$ cat src/rtl/pwm_scan_ctrl.sv
// LED-matrix scan controller: shifts one row of pixel data per pass and latches it.
// It then lights the row while a PWM threshold sweeps 0..pwm_top once per row.
module pwm_scan_ctrl #(
  parameter int unsigned PWM_WIDTH   = 12,
  parameter int unsigned COL_BITS    = 5,
  parameter int unsigned ROW_BITS    = 4,
  parameter int unsigned HOLD_CYCLES = 8
) (
  input  logic                 clk,
  input  logic                 resetn,
  input  logic                 enable,
  input  logic [PWM_WIDTH-1:0] pwm_top,
  output logic [PWM_WIDTH-1:0] pwmlvl,
  output logic [COL_BITS-1:0]  col,
  output logic [ROW_BITS-1:0]  row,
  output logic [ROW_BITS-1:0]  row_addr,
  output logic                 sclk,
  output logic                 latch,
  output logic                 blank,
  output logic                 frame_start
);

  localparam int unsigned HOLD_W = (HOLD_CYCLES > 1) ? $clog2(HOLD_CYCLES) : 1;
  localparam logic [HOLD_W-1:0] HOLD_LAST = HOLD_W'(HOLD_CYCLES - 1);

  typedef enum logic [2:0] {
    S_IDLE,
    S_SHIFT,
    S_FLUSH,
    S_LATCH,
    S_DISPLAY
  } state_t;

  state_t               state;
  state_t               next_state;
  logic [HOLD_W-1:0]    hold_cnt;
  logic [PWM_WIDTH-1:0] pwm_top_reg;

  logic at_frame_origin;
  logic start_pass;
  logic pass_done;
  logic blank_d;
  logic latch_d;
  logic sclk_d;
  logic frame_start_d;

  assign at_frame_origin = (row == '0) && (pwmlvl == '0);

  // State register
  always_ff @(posedge clk) begin
    if (!resetn) begin
      state <= S_IDLE;
    end else begin
      state <= next_state;
    end
  end

  // Next-state logic; enable only matters in IDLE so a started pass always completes
  always_comb begin
    next_state = state;
    case (state)
      S_IDLE:    if (enable) next_state = S_SHIFT;
      S_SHIFT:   if (col == '1) next_state = S_FLUSH;
      S_FLUSH:   next_state = S_LATCH;
      S_LATCH:   next_state = S_DISPLAY;
      S_DISPLAY: if (hold_cnt == HOLD_LAST) next_state = S_IDLE;
      default:   next_state = S_IDLE;
    endcase
  end

  // Output decode: values the output registers take on the coming edge
  always_comb begin
    start_pass    = 1'b0;
    pass_done     = 1'b0;
    blank_d       = 1'b1;
    latch_d       = 1'b0;
    sclk_d        = 1'b0;
    frame_start_d = 1'b0;
    if (state == S_IDLE && next_state == S_SHIFT) start_pass = 1'b1;
    if (state == S_DISPLAY && next_state == S_IDLE) pass_done = 1'b1;
    case (next_state)
      S_DISPLAY: blank_d = 1'b0;
      S_LATCH:   latch_d = 1'b1;
      default:   ;
    endcase
    // sclk trails column validity by one stage so the last column is clocked in FLUSH
    sclk_d        = (state == S_SHIFT);
    frame_start_d = start_pass && at_frame_origin;
  end

  // Registered strobes
  always_ff @(posedge clk) begin
    if (!resetn) begin
      sclk        <= 1'b0;
      latch       <= 1'b0;
      blank       <= 1'b1;
      frame_start <= 1'b0;
    end else begin
      sclk        <= sclk_d;
      latch       <= latch_d;
      blank       <= blank_d;
      frame_start <= frame_start_d;
    end
  end

  // Column / hold counters, row and PWM sweep; pwmlvl and row only move at pass end
  always_ff @(posedge clk) begin
    if (!resetn) begin
      col         <= '0;
      hold_cnt    <= '0;
      pwmlvl      <= '0;
      row         <= '0;
      row_addr    <= '0;
      pwm_top_reg <= '0;
    end else begin
      col      <= (state == S_SHIFT) ? col + COL_BITS'(1) : '0;
      hold_cnt <= (state == S_DISPLAY) ? hold_cnt + HOLD_W'(1) : '0;
      if (start_pass && at_frame_origin) pwm_top_reg <= pwm_top;
      if (state == S_LATCH) row_addr <= row;
      if (pass_done) begin
        if (pwmlvl == pwm_top_reg) begin
          pwmlvl <= '0;
          row    <= row + ROW_BITS'(1);
        end else begin
          pwmlvl <= pwmlvl + PWM_WIDTH'(1);
        end
      end
    end
  end

endmodule

$ cat config.mk
export PLATFORM = sky130hd
export DESIGN_NAME = pwm_scan_ctrl
export DESIGN_NICKNAME = d
export VERILOG_FILES = /design/src/rtl/pwm_scan_ctrl.sv
export SDC_FILE = /design/constraint.sdc
export NUM_CORES = 1
export LEC_CHECK = 0
export CORE_MARGIN = 5
export CORE_UTILIZATION = 53
export CTS_BUF_LIST = sky130_fd_sc_hd__clkbuf_8
export CTS_CLUSTER_DIAMETER = 60
export DETAILED_ROUTE_END_ITERATION = 12
export GPL_TIMING_DRIVEN = 1
export PLACE_DENSITY = 0.82
export SLEW_MARGIN = 20
export SYNTH_ARGS = -nofsm -noshare
export SYNTH_HDL_FRONTEND = slang
export SYNTH_SLANG_ARGS = --single-unit
$ cat constraint.sdc
create_clock -name clk -period 2.16 [get_ports clk]
set_input_delay 0.216 -clock clk [delete_from_list [all_inputs] [get_ports clk]]
set_output_delay 0.216 -clock clk [all_outputs]
set_load 0.02 [all_outputs]
Figure 1. Met1 routing.
Bar = 20 µm.
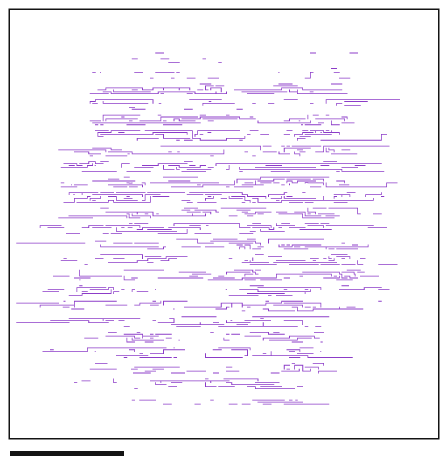
main direction = horizontal
nets with wire on the layer = 267
wire length on this layer = 2,130 µm
share of all routed wire = 44%
longest straight run = 29.0 µm
met1 Usage GRT: 0.242
final wirelength: 4880 µm
DR vias: 1,852

Figure 2. Metal 2.
Bar = 20 µm.
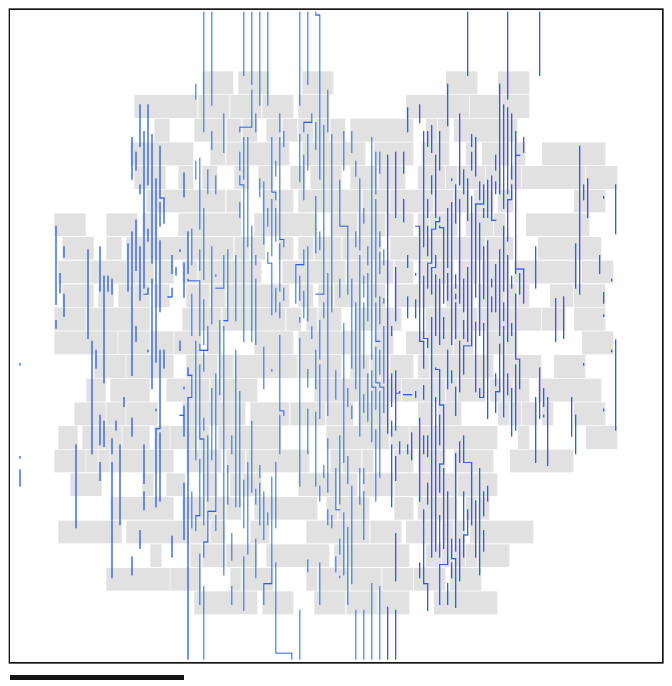
nets with wire on the layer = 259
longest straight run = 32.0 µm
wire length on this layer = 2,380 µm
main direction = vertical
share of all routed wire = 49%
met2 Use GR: 0.309

Figure 3. Signal wires on met3.
Bar = 20 µm.
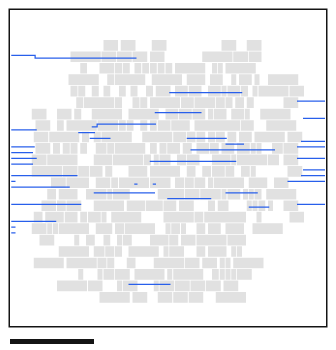
nets with wire on the layer = 32
longest straight run = 23.9 µm
wire length on this layer = 320 µm
share of all routed wire = 6.6%
met3 GRT Util: 0.0414

==> flow_summary_export.csv <==
group,metric,value,unit
status,outcome,"finished clean",
job,drv_cap,0,
power,p_sw_frac,0.241,
worst_setup_path,r2r-start,"col[0]",
worst_setup_path,worstPathRequired,2.33,ns
route,firstDrtPassIters,4,
route,vias_per_cell,5.54,
worst_setup_path,reg2reg_depth,7,
power,maxPowerGroup,"sequential cells",
cts,cts_hold_buf,0,
final_timing,fmax,486,MHz
power,p_int,1320,µW
yosys,postSynthSeqShare,0.420,
final_timing,fin_worst_skew,0.00568,ns
yosys,ff_type,"dfxtp_1",
power,power.share.sequential,0.523,
yosys,ys_warn_count,0,
job,warnings,28,
cells_and_area,diodes,0,
cells_and_area,fillers,313,
worst_hold_path,holdPathEnd,"hold_cnt[0]",
cells_and_area,layout_top_cell,"dfxtp_1",
worst_setup_path,crit_top_cell,"ha_1",
floorplan,dieArea,5630,µm²
power,clkPwrFrac,0.371,
power,pwr-share-comb,0.106,
grt,grt_pass1_vias,1747,
worst_setup_path,crit_fanout,15,
yosys,synth_cell_types,38,
cells_and_area,syn_to_final_growth,25.0,%
place,place_ws,0.0230,ns
power,p_sw,420,µW
place,post_dp_cell_area,2680,µm²
power,pwr_density_cell,621,nW/µm²
power,pg_seq,910,µW
grt,antenna_found_initial,0,
cts,numCtsBuffers,5,
worst_setup_path,r2r_slack,0.10,ns
yosys,yosysCellCount,244,
final_timing,finalSetupTns,0,ns
cts,cts_max_path_buffers,2,
worst_setup_path,path_class,"flop to flop",
yosys,ys_area,2240,µm²
cells_and_area,design_area,2800,µm²
worst_setup_path,cp-end-kind,"flop",
worst_setup_path,path_cells,"ha_1, and3_1, ha_1, or3b_4, a21o_4, o21ai_0, a21oi_1",
place,dp.cells,326,
power,p_clk,645,µW
power,leakage,0.00102,µW
grt,grt_max_degree,22,
cts,cts_tree,"yes",
place,routabilityCongestion,0.826,
yosys,synth_area_per_cell,9.18,µm²
grt,grt_pass1_wl,8110,µm
yosys,netlist_instances,244,
final_timing,hold_ws,0.434,ns
final_timing,setup_viol,0,
final_timing,min_period,2.06,ns
final_timing,worst_slew_pin_slew,0.623,ns
worst_hold_path,holdPathStages,1,
worst_setup_path,r2r-end,"pwm_top_reg[3]",
worst_setup_path,worstPathArrival,2.22,ns
worst_hold_path,holdCritPathClass,"flop to flop",
place,dp_hpwl,3580,µm
yosys,ys_ff,47,
final_timing,relSlewSlack,0.584,
final_timing,rsz0062_at_grt,"false",
worst_setup_path,crit_end,"pwm_top_reg[3]",
cells_and_area,final_cell_mix,"dfxtp_1, clkdlybuf4s50_1, nor2_1, xnor2_1, nand3_1",
worst_hold_path,worstHoldStart,"hold_cnt[0]",
final_timing,setup_ws,0.102,ns
cells_and_area,layout.nets,306,
cts,cts.sinks,47,
route,detail-route-antenna-nets,0,
worst_setup_path,cp-startpoint,"col[0]",
cts,insertion_delay,0.30,ns
cells_and_area,fin_cells,334,
worst_setup_path,start_kind,"flop",
yosys,async_reset_ff_frac,0,
floorplan,die_w,75.0,µm
cts,post_cts_resized,0,
final_timing,fin_crit_sh,0.953,
final_timing,finalHoldViolCount,0,
floorplan,rows,23,
floorplan,ios,44,
route,first_iter_violations,188,
power,p_total,1740,µW
cts,cts_root_buffer,"clkbuf_8",
yosys,syn-num-nets,267,
route,drc,0,
cells_and_area,layout-drive-gt1-share,0.0880,
yosys,synth_area,2240,µm²
power,ir_drop,0.000517,V
cts,htree_levels,2,
place,port_buffers,43,
worst_setup_path,slowest_delay,0.39,ns
power,comb_power,185,µW
floorplan,fp.dieH,75.0,µm
worst_setup_path,cp_slowest_cell,"or3b_4",
grt,gr-total-overflow,0,
cts,post_cts_buffers,0,
final_timing,drv_slew,0,
cts,clkTransAtPathRegs,0.09,ns
yosys,edf_count,0,
Figure 4. Cell area per tile.
8 x 8 tiles, from white (low) to dark blue (high), 0 to 100% covered.
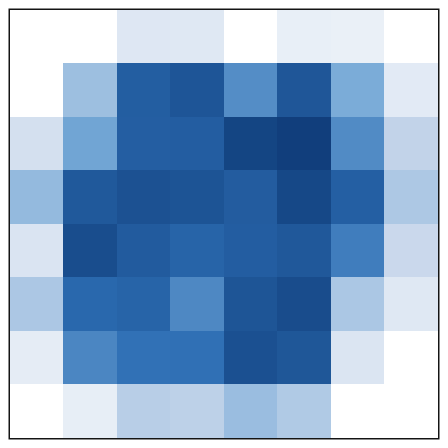
tiles over 75% full = 38%
densest ninth of the die = middle
emptiest ninth of the die = bottom right
nearly empty tiles = 14%
core area: 4060 µm²
Core Util, Final: 0.690
fp_density: 0.552

Figure 5. Congestion heat map.
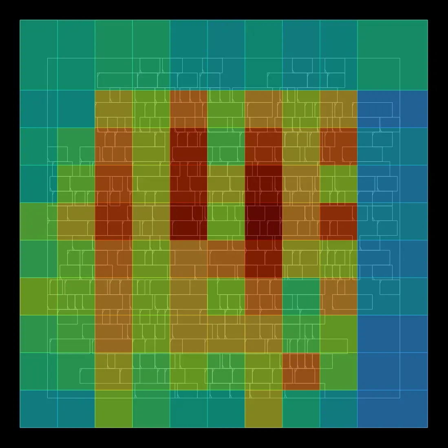
WL/cell: 14.6 µm
GR Util All Layers: 0.187
layer with the highest usage: met2

Yosys cell counts, drive strengths merged (2+ instances only):
| master | count | area, µm² |
|---|---|---|
| and3 | 5 | 31.3 |
| o21ai | 13 | 65.1 |
| mux2i | 8 | 80.1 |
| xnor2 | 18 | 158 |
| inv | 8 | 30.0 |
| dfxtp | 47 | 941 |
| and2 | 3 | 18.8 |
| nand3 | 19 | 108 |
| xor2 | 6 | 52.6 |
| nor3 | 4 | 20.0 |
| ha | 8 | 100 |
| nand2 | 15 | 56.3 |
| clkbuf | 6 | 22.5 |
| buf | 12 | 83.8 |
| nor4 | 14 | 100 |
| a21oi | 15 | 78.8 |
| nand2b | 3 | 18.8 |
| nor4bb | 2 | 20.0 |
| nor2 | 19 | 71.3 |
| nand4 | 7 | 56.3 |
| and4 | 2 | 17.5 |
critical path: cells and delay by family (launching register included):
family	cells	cell delay, ns
AND-OR/OR-AND	3	0.58
adder cells (fa/ha/maj)	2	0.41
flip-flops	1	0.35
AND/OR/NAND/NOR	2	0.57
metal layers:
metal / part of all wire / track usage / routed length, µm
met5: 0 / 0 / 0
met4: 0.0094 / 0.0593 / 46
met3: 0.066 / 0.0414 / 320
met2: 0.49 / 0.309 / 2380
met1: 0.44 / 0.242 / 2130
kinds of logic after synthesis:
kind of cell               share of synthesized area
AOI/OAI and AO/OA                             0.0832
xor gates and xnor gates                      0.0938
muxes                                         0.0408
and+or+nand+nor                                0.257
adders and majority gates                     0.0447
DFF                                            0.420
buffers and inverters                         0.0609
area by class of cell:
class                      instances  area, µm²  area share
multi-input combinational        171       1170       0.418
clock buffer                       5       68.8      0.0246
sequential                        47        941       0.336
tap                               50       62.6      0.0223
timing repair buffer              50        483       0.172
clock inverter                     3       43.8      0.0156
inverter                           8       30.0      0.0107
Power figures rest on the tool's default switching activity, not on a simulated workload.
